## config.mk

```make
export PLATFORM = sky130hd
export DESIGN_NAME = compute_dispatch
export DESIGN_NICKNAME = d
export VERILOG_FILES = /design/src/rtl/tpu_isa_pkg.sv /design/src/rtl/compute_dispatch.sv
export SDC_FILE = /design/constraint.sdc
export NUM_CORES = 1
export LEC_CHECK = 0
export ABC_AREA = 1
export CAP_MARGIN = 40
export CORE_ASPECT_RATIO = 0.9
export CORE_MARGIN = 4
export CORE_UTILIZATION = 43
export CTS_CLUSTER_SIZE = 30
export DETAILED_ROUTE_END_ITERATION = 7
export GPL_ROUTABILITY_DRIVEN = 0
export PLACE_DENSITY = 0.8
export REMOVE_ABC_BUFFERS = 1
export SLEW_MARGIN = 15
export SYNTH_ARGS = -nofsm -noshare
export SYNTH_HDL_FRONTEND = slang
export SYNTH_SLANG_ARGS = --single-unit
```

## constraint.sdc

```tcl
create_clock -name clk -period 1.7 [get_ports clk]
set_clock_uncertainty 0.1 [all_clocks]
set_input_delay 0.255 -clock clk [delete_from_list [all_inputs] [get_ports clk]]
set_output_delay 0.255 -clock clk [all_outputs]
set_load 0.01 [all_outputs]
```

## src/rtl/tpu_isa_pkg.sv

```systemverilog
// ============================================================================
//  Module   : tpu_isa_pkg
//  Purpose  : Shared TPU ISA definitions: unit codes, field map, instruction
//             struct and dispatch state encoding.
//  Revision : 1.0 - initial release
// ============================================================================
`default_nettype none

package tpu_isa_pkg;

    localparam int c_isa_instr_w  = 128;
    localparam int c_isa_addr_w   = 13;

    localparam int c_unit_lsb       = 126;
    localparam int c_unit_w         = 2;
    localparam int c_addr_a_lsb     = 113;
    localparam int c_addr_b_lsb     = 100;
    localparam int c_addr_out_lsb   = 87;
    localparam int c_addr_const_lsb = 74;
    localparam int c_opcode_lsb     = 64;
    localparam int c_opcode_w       = 10;
    localparam int c_len_lsb        = 41;
    localparam int c_len_w          = 23;
    localparam int c_vpu_type_lsb   = 38;
    localparam int c_vreg_dst_lsb   = 35;
    localparam int c_vreg_a_lsb     = 32;
    localparam int c_vreg_b_lsb     = 29;
    localparam int c_vpu_opcode_lsb = 26;
    localparam int c_vfield_w       = 3;
    localparam int c_scalar_b_bit   = 25;
    localparam int c_reserved_w     = 25;

    localparam logic [1:0] c_mode_idle = 2'b11;

    typedef enum logic [1:0] {
        UNIT_VPU      = 2'b00,
        UNIT_SYSTOLIC = 2'b01,
        UNIT_VADD     = 2'b10,
        UNIT_HALT     = 2'b11
    } unit_e;

    typedef enum logic [2:0] {
        ST_IDLE  = 3'd0,
        ST_ISSUE = 3'd1,
        ST_WAIT  = 3'd2,
        ST_HALT  = 3'd3,
        ST_ERROR = 3'd4
    } state_e;

    // Field order mirrors the instruction word from MSB down.
    typedef struct packed {
        unit_e                     unit;
        logic [c_isa_addr_w-1:0]   addr_a;
        logic [c_isa_addr_w-1:0]   addr_b;
        logic [c_isa_addr_w-1:0]   addr_out;
        logic [c_isa_addr_w-1:0]   addr_const;
        logic [c_opcode_w-1:0]     opcode;
        logic [c_len_w-1:0]        len;
        logic [c_vfield_w-1:0]     vpu_type;
        logic [c_vfield_w-1:0]     vreg_dst;
        logic [c_vfield_w-1:0]     vreg_a;
        logic [c_vfield_w-1:0]     vreg_b;
        logic [c_vfield_w-1:0]     vpu_opcode;
        logic                      scalar_b;
        logic [c_reserved_w-1:0]   reserved;
    } instr_t;

    function automatic logic [2:0] unit_onehot(input unit_e u);
        unit_onehot = 3'b000;
        case (u)
            UNIT_VPU:      unit_onehot = 3'b100;
            UNIT_SYSTOLIC: unit_onehot = 3'b010;
            UNIT_VADD:     unit_onehot = 3'b001;
            default:       unit_onehot = 3'b000;
        endcase
    endfunction

endpackage

`default_nettype wire

```

## src/rtl/compute_dispatch.sv

```systemverilog
// ============================================================================
//  Module   : compute_dispatch
//  Purpose  : Accepts TPU instructions, issues a one-cycle start to the target
//             unit, holds its operands until done, with halt/error handling.
//  Revision : 1.0 - initial release
// ============================================================================
`default_nettype none

module compute_dispatch
    import tpu_isa_pkg::*;
#(
    parameter int ADDR_WIDTH     = 13,
    parameter int INSTR_WIDTH    = 128,
    parameter int TIMEOUT_CYCLES = 65535
) (
    input  logic                   clk,
    input  logic                   rst_n,
    input  logic                   instr_valid,
    input  logic [INSTR_WIDTH-1:0] instr_data,
    output logic                   instr_ready,
    input  logic                   resume,
    input  logic                   clear_err,
    output logic [1:0]             mode_compute,
    output logic [ADDR_WIDTH-1:0]  addr_a_compute,
    output logic [ADDR_WIDTH-1:0]  addr_b_compute,
    output logic [ADDR_WIDTH-1:0]  addr_out_compute,
    output logic [ADDR_WIDTH-1:0]  addr_const_compute,
    output logic [9:0]             opcode_compute,
    output logic [22:0]            len_compute,
    output logic [2:0]             vpu_type_compute,
    output logic [2:0]             vreg_dst_compute,
    output logic [2:0]             vreg_a_compute,
    output logic [2:0]             vreg_b_compute,
    output logic [2:0]             vpu_opcode_compute,
    output logic                   scalar_b_compute,
    output logic                   start_vpu_compute,
    output logic                   start_systolic_compute,
    output logic                   start_vadd_compute,
    input  logic                   vpu_done_compute,
    input  logic                   systolic_done_compute,
    input  logic                   vadd_done_compute,
    output logic                   busy,
    output logic                   halted,
    output logic                   error,
    output logic [15:0]            retired_count
);

    // Counter only needs to reach TIMEOUT_CYCLES-1 before the trip compare.
    localparam int c_wd_w = (TIMEOUT_CYCLES > 1) ? $clog2(TIMEOUT_CYCLES) : 1;

    state_e              r_state;
    unit_e               r_unit;
    logic [c_wd_w-1:0]   r_wdog;

    instr_t              w_instr;
    logic                w_accept;
    logic                w_active_done;
    logic                w_timeout;
    logic [2:0]          w_start;
    logic                w_unused_reserved;

    assign w_instr           = instr_t'(instr_data[c_isa_instr_w-1:0]);
    assign w_unused_reserved = ^w_instr.reserved;
    assign instr_ready       = (r_state == ST_IDLE);
    assign w_accept          = instr_valid & instr_ready;
    assign w_start           = unit_onehot(w_instr.unit);
    assign w_timeout         = (TIMEOUT_CYCLES != 0) &&
                               (r_wdog == c_wd_w'(TIMEOUT_CYCLES - 1));

    // Only the unit that was issued can complete the instruction.
    always_comb begin
        w_active_done = 1'b0;
        case (r_unit)
            UNIT_VPU:      w_active_done = vpu_done_compute;
            UNIT_SYSTOLIC: w_active_done = systolic_done_compute;
            UNIT_VADD:     w_active_done = vadd_done_compute;
            default:       w_active_done = 1'b0;
        endcase
    end

    always_ff @(posedge clk or negedge rst_n) begin
        if (!rst_n) begin
            r_state                <= ST_IDLE;
            r_unit                 <= UNIT_VPU;
            r_wdog                 <= '0;
            mode_compute           <= c_mode_idle;
            addr_a_compute         <= '0;
            addr_b_compute         <= '0;
            addr_out_compute       <= '0;
            addr_const_compute     <= '0;
            opcode_compute         <= '0;
            len_compute            <= '0;
            vpu_type_compute       <= '0;
            vreg_dst_compute       <= '0;
            vreg_a_compute         <= '0;
            vreg_b_compute         <= '0;
            vpu_opcode_compute     <= '0;
            scalar_b_compute       <= 1'b0;
            start_vpu_compute      <= 1'b0;
            start_systolic_compute <= 1'b0;
            start_vadd_compute     <= 1'b0;
            busy                   <= 1'b0;
            halted                 <= 1'b0;
            error                  <= 1'b0;
            retired_count          <= '0;
        end else begin
            start_vpu_compute      <= 1'b0;
            start_systolic_compute <= 1'b0;
            start_vadd_compute     <= 1'b0;
            case (r_state)
                ST_IDLE: begin
                    if (w_accept) begin
                        if (w_instr.unit == UNIT_HALT) begin
                            r_state       <= ST_HALT;
                            halted        <= 1'b1;
                            retired_count <= retired_count + 16'd1;
                        end else begin
                            r_state                <= ST_ISSUE;
                            r_unit                 <= w_instr.unit;
                            mode_compute           <= w_instr.unit;
                            busy                   <= 1'b1;
                            {start_vpu_compute, start_systolic_compute,
                             start_vadd_compute}   <= w_start;
                            addr_a_compute         <= ADDR_WIDTH'(w_instr.addr_a);
                            addr_b_compute         <= ADDR_WIDTH'(w_instr.addr_b);
                            addr_out_compute       <= ADDR_WIDTH'(w_instr.addr_out);
                            addr_const_compute     <= ADDR_WIDTH'(w_instr.addr_const);
                            opcode_compute         <= w_instr.opcode;
                            len_compute            <= w_instr.len;
                            vpu_type_compute       <= w_instr.vpu_type;
                            vreg_dst_compute       <= w_instr.vreg_dst;
                            vreg_a_compute         <= w_instr.vreg_a;
                            vreg_b_compute         <= w_instr.vreg_b;
                            vpu_opcode_compute     <= w_instr.vpu_opcode;
                            scalar_b_compute       <= w_instr.scalar_b;
                        end
                    end
                end
                ST_ISSUE: begin
                    r_state <= ST_WAIT;
                    r_wdog  <= '0;
                end
                ST_WAIT: begin
                    // Done takes priority over a watchdog trip in the same cycle.
                    if (w_active_done) begin
                        r_state       <= ST_IDLE;
                        busy          <= 1'b0;
                        mode_compute  <= c_mode_idle;
                        retired_count <= retired_count + 16'd1;
                    end else if (w_timeout) begin
                        r_state      <= ST_ERROR;
                        busy         <= 1'b0;
                        error        <= 1'b1;
                        mode_compute <= c_mode_idle;
                    end else begin
                        r_wdog <= r_wdog + c_wd_w'(1);
                    end
                end
                ST_HALT: begin
                    if (resume) begin
                        r_state <= ST_IDLE;
                        halted  <= 1'b0;
                    end
                end
                ST_ERROR: begin
                    if (clear_err) begin
                        r_state <= ST_IDLE;
                        error   <= 1'b0;
                    end
                end
                default: begin
                    r_state      <= ST_IDLE;
                    busy         <= 1'b0;
                    halted       <= 1'b0;
                    error        <= 1'b0;
                    mode_compute <= c_mode_idle;
                end
            endcase
        end
    end

endmodule

`default_nettype wire

```

==> run_1/final_congestion.png <==
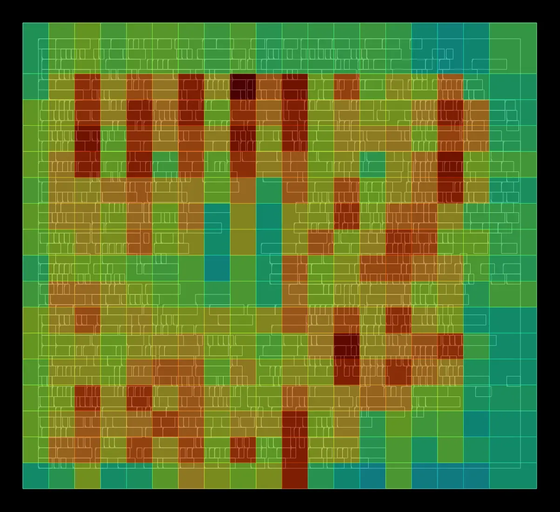
GRT busiest layer: met2
GRT Util Overall: 22.0%
met2 usage: 36.6%
Finished Core Util: 70.9%
M3 GR Usage: 9.53%

==> run_1/met2.png <==
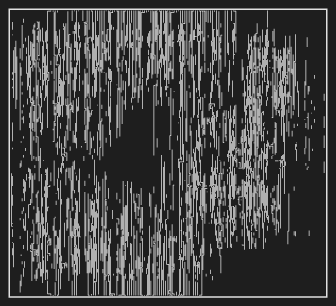
- longest straight run: 56.2 um
- wire length on this layer: 10500 um
- main direction: vertical
- nets with wire on the layer: 956
- share of all routed wire: 51%
final wirelength: 20700 um
via count: 6178

==> run_1/wire_density.png <==
Scale bar: 50 um. The die is cut into 27 by 25 equal tiles; black is low, pale yellow is high, scaled to the fullest tile. Values are wire area over tile area, all layers added.
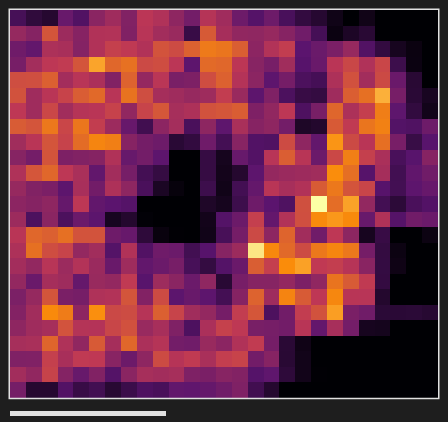
- densest ninth of the die: top left
- mean over tiles: 0.20
- fullest tile: 0.58

==> run_1/met1.png <==
Scale bar: 50 um.
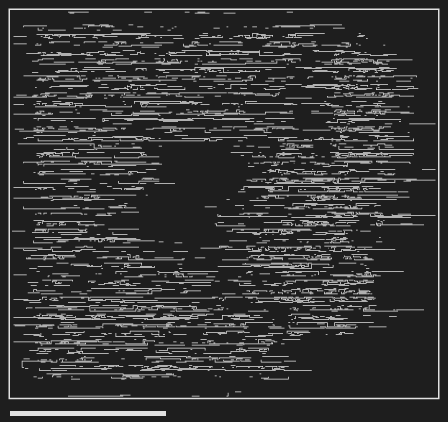
- longest straight run: 29.4 um
- main direction: horizontal
- nets with wire on the layer: 1049
- share of all routed wire: 38%
- wire length on this layer: 7890 um
GRT met1 Usage: 25.6%

## run 1: flip-flops by register name (all words and copies together), names as in the netlist, 2 cells and up
register	count
r_wdog	16
vpu_opcode_compute	3
vreg_b_compute	3
retired_count	16
vreg_a_compute	3
r_unit	2
addr_b_compute	13
mode_compute	2
opcode_compute	10
addr_const_compute	13
addr_out_compute	13
r_state	3
len_compute	23
vpu_type_compute	3
addr_a_compute	13
vreg_dst_compute	3
## run 1: cell families (layout without fill, tap and decap cells)
family,after synthesis,after routing,synth area share [%]
DFF,146,146,56.9
other,0,1,0
buffers and inverters,65,369,6.04
and+or+nand+nor,517,519,31.9
xor gates and xnor gates,18,18,2.46
adders and majority gates,3,3,0.585
AOI/OAI and AO/OA,24,24,2.07
==> results.tsv, run 1 <==
metric	value	unit
Detail Placement HPWL	12700	um
tool warnings	52	
area taken by multi-input logic gates	0.00248	sq mm
outcome	finished clean	
Pwr Density	1700	mW/mm^2
Crit path max-delay family	simple AND/OR/NAND/NOR gates	
Mapped Area	0.00642	sq mm
Worst Setup EP	addr_a_compute[9]	
cts bufs inserted	17	
Die Span X	137	um
Top class by area	sequential cells	
CTS tree	done	
worst r2r path cells	10	
Logic inverters	39	
FFs & Latches	146	
Tcrit/Tclk final	98.2	%
Cell Type Count	26	
Final Setup Violations	0	
Clk. pwr	3920	uW
Detail Route met2 WL	10500	um
number of synthesized flops with an enable pin	0	
## Run 2: what changed since run 1
--- a/config.mk
+++ b/config.mk
@@ -7,7 +7,7 @@
 export LEC_CHECK = 0
 export ABC_AREA = 1
 export CAP_MARGIN = 40
-export CORE_ASPECT_RATIO = 0.9
+export CORE_ASPECT_RATIO = 1.2
 export CORE_MARGIN = 4
 export CORE_UTILIZATION = 43
 export CTS_CLUSTER_SIZE = 30
==> run_2/wire_density.png <==
Scale bar: 20 um. The die is cut into 24 by 28 equal tiles; black is low, pale yellow is high, scaled to the fullest tile. Values are wire area over tile area, all layers added.
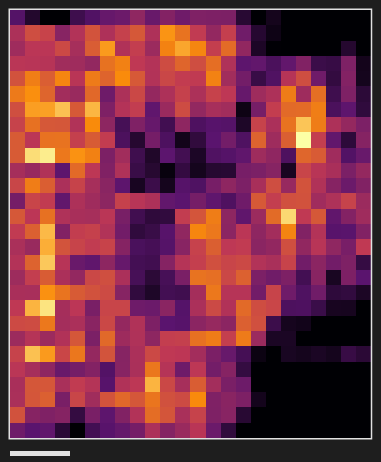
- nearly empty tiles: 11%
- emptiest ninth of the die: bottom right
- fullest tile: 0.47
- tiles over half the peak: 31%
GRT Util Overall: 21.5%
via count: 5835

==> results.tsv, run 2 <==
metric	value	unit
outcome	finished clean	
Adder Area Share	0.585	%
Nets	1188	
aoi/oai-family share of the synthesized area	2.07	%
worst r2r path cells	9	
Detail Route met2 WL	9110	um
die area	0.0170	sq mm
GRT busiest layer	met2	
Largest register FFs	23	
crit path max fanout	2	
Seq pwr share	33.7	%
comb area leader	simple AND/OR/NAND/NOR gates	
Worst Setup EP	len_compute[22]	
met2 usage	36.6	%
final hold slack	0.220	ns
non-clk buf share	29.3	%
Top class by area	sequential cells	
Tcrit/Tclk final	98.0	%
FFs & Latches	146	
top cells by count	418 x nand2_1, 144 x dfrtp_1, 38 x nor2_1	
number of synthesized flops with an enable pin	0	
M1 WL	6870	um
Cell Type Count	26	
Final Setup Violations	0	
Pwr Density	1660	mW/mm^2
Die Span X	120	um
Basic Gates by Area	31.9	%
worst path required time	1.34	ns
M3 GR Usage	9.53	%
Mapped Area	0.00642	sq mm
Clk. pwr	4030	uW
ordered list of cells on the worst path	clkdlybuf4s50_1	
cts bufs inserted	17	
mux share	0	%
non-clock buffer count	283	
CTS tree	done	
ClkCell Share	6.36	%
final hold vios	0	
Crit path max-delay family	buffers and inverters	
vias in the first global route	5867	
largest register by flop count	len_compute	
Regs by FF count	len_compute: 23 flops, r_wdog: 16 flops, retired_count: 16 flops	
Logic inverters	39	
tool warnings	53	
Detail Placement HPWL	13100	um
Remaining Overflow, GRT	0	
==> run_2/met1.png <==
Scale bar: 20 um.
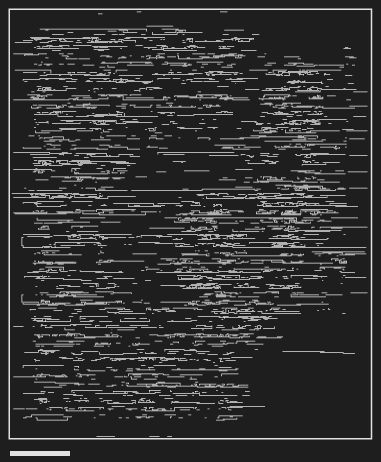
- longest straight run: 44.2 um
- nets with wire on the layer: 1021
GRT met1 Usage: 23.5%
final wirelength: 18100 um

[run 2: cell counts after synthesis]
No cell type changed its count.
[run 2: cell families (layout without fill, tap and decap cells)]
family	Yosys count	count (layout)
compound gates	24	24
xor+xnor	18	18
fa+ha+maj	3	3
buf+inv	65	354
flops	146	146
simple gates	517	517
[run 2: metrics by stage]
step	power, uW	TNS [ns]	instances	setup WS, ns	util [%]
2_1_floorplan	8680	-165.44	747	-1.58	-
3_3_place_gp	13000	-1.37	1218	-0.0928	63.2
3_5_place_dp	13200	-2.56	1218	-0.163	63.2
4_1_cts	16900	-0.131	1258	-0.131	67.5
5_1_grt	17800	-0.0306	1262	-0.0250	69.2
6_report	16700	0	1262	0.0346	69.2
## Run 3: what changed since run 2
--- a/config.mk
+++ b/config.mk
@@ -6,14 +6,14 @@
 export NUM_CORES = 1
 export LEC_CHECK = 0
 export ABC_AREA = 1
-export CAP_MARGIN = 40
+export CAP_MARGIN = 10
 export CORE_ASPECT_RATIO = 1.2
 export CORE_MARGIN = 4
-export CORE_UTILIZATION = 43
+export CORE_UTILIZATION = 26
 export CTS_CLUSTER_SIZE = 30
 export DETAILED_ROUTE_END_ITERATION = 7
 export GPL_ROUTABILITY_DRIVEN = 0
-export PLACE_DENSITY = 0.8
+export PLACE_DENSITY = 0.54
 export REMOVE_ABC_BUFFERS = 1
 export SLEW_MARGIN = 15
 export SYNTH_ARGS = -nofsm -noshare
==> run_3/density.png <==
Scale bar: 50 um. The die is cut into 15 by 18 equal tiles; black is low, pale yellow is high, 0 to 100% covered.
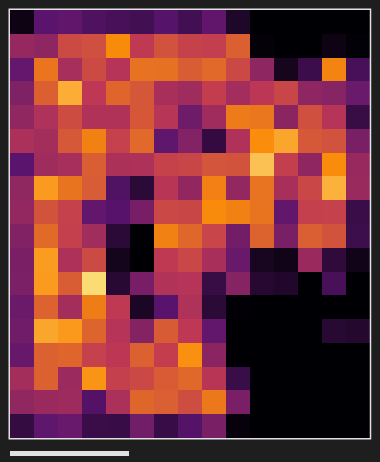
- tiles over 75% full: 5.2%
- fullest tile: 92%
- emptiest ninth of the die: bottom right
Finished Core Util: 43.8%
FP Util: 26.6%

==> results.tsv, run 3 <==
metric	value	unit
Tot Pwr	17500	uW
# Taps	320	
mean post-synth cell area	8.31	sq um
number of synthesized flops with an enable pin	0	
Logic inverters	39	
Detail Placement HPWL	13800	um
area taken by multi-input logic gates	0.00244	sq mm
worst path required time	1.97	ns
placed cells	1343	
Synth Area in XOR/XNOR	2.46	%
worst r2r path cells	10	
Cell Type Count	26	
Basic Gates by Area	31.9	%
Regs by FF count	len_compute: 23 flops, r_wdog: 16 flops, retired_count: 16 flops	
Layout Cells excl Fill	1409	
DP Worst Slack	-0.154	ns
Remaining Overflow, GRT	0	
vias in the first global route	5873	
GRT busiest layer	met2	
flop share of the area	34.6	%
PortBufs	236	
aoi/oai-family share of the synthesized area	2.07	%
Critical path origin	r_state[1]	
non-clk buf share	31.1	%
Worst Setup EP	addr_b_compute[0]	
Mapped Area	0.00642	sq mm
met2 usage	23.4	%
cts hold-fix bufs	1	
register share after synthesis	56.9	%
Tcrit/Tclk final	97.6	%
critical path startpoint category	flop	
outcome	finished clean	
Largest register FFs	23	
crit path max fanout	7	
setup_tns	0	ns
Top class by area	sequential cells	
final hold slack	0.254	ns
CTS tree	done	
top cells by count	418 x nand2_1, 144 x dfrtp_1, 38 x nor2_1	
ordered list of cells on the worst path	nor2_4 > nand2_4 > inv_4 > nand2_4 > nor2_4 > buf_12 > clkbuf_16 > clkbuf_16 > nand2_1 > nand2_1	
cts bufs inserted	17	
largest register by flop count	len_compute	
tool warnings	53	
Nets	1215	
die area	0.0273	sq mm
Pwr Density	1660	mW/mm^2
mux share	0	%
ClkCell Share	6.01	%
FFs & Latches	146	
critical path type	flop to flop	
==> run_3/wire_density.png <==
Scale bar: 50 um. The die is cut into 30 by 36 equal tiles; black is low, pale yellow is high, scaled to the fullest tile. Values are wire area over tile area, all layers added.
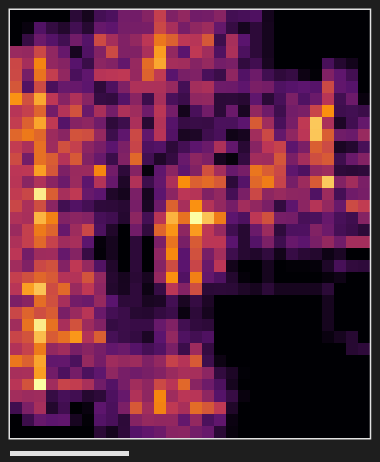
via count: 5894
final wirelength: 20500 um
routed len/inst: 14.5 um
GRT Util Overall: 14.1%

run 3: cell count changes in the layout (fill, tap and decap cells not counted), sizes merged:
cell	before	now
clkbuf	20	29
clkinv	3	8
dlymetal6s2s	61	28
inv	43	45
clkinvlp	3	0
bufinv	4	1
buf	46	63
dlygate4sd2	60	94
clkdlybuf4s50	113	112
run 3: routing by layer:
| metal | up-vias | share of wire (%) | wire, um |
|---|---|---|---|
| met3 | 16 | 8.3 | 1690 |
| met2 | 179 | 50 | 10200 |
| met1 | 2721 | 41 | 8300 |
| met4 | 0 | 1.1 | 235 |
| li1 | 2978 | - | - |
| met5 | - | 0 | 0 |
Power is estimated from default activity; no workload was simulated.
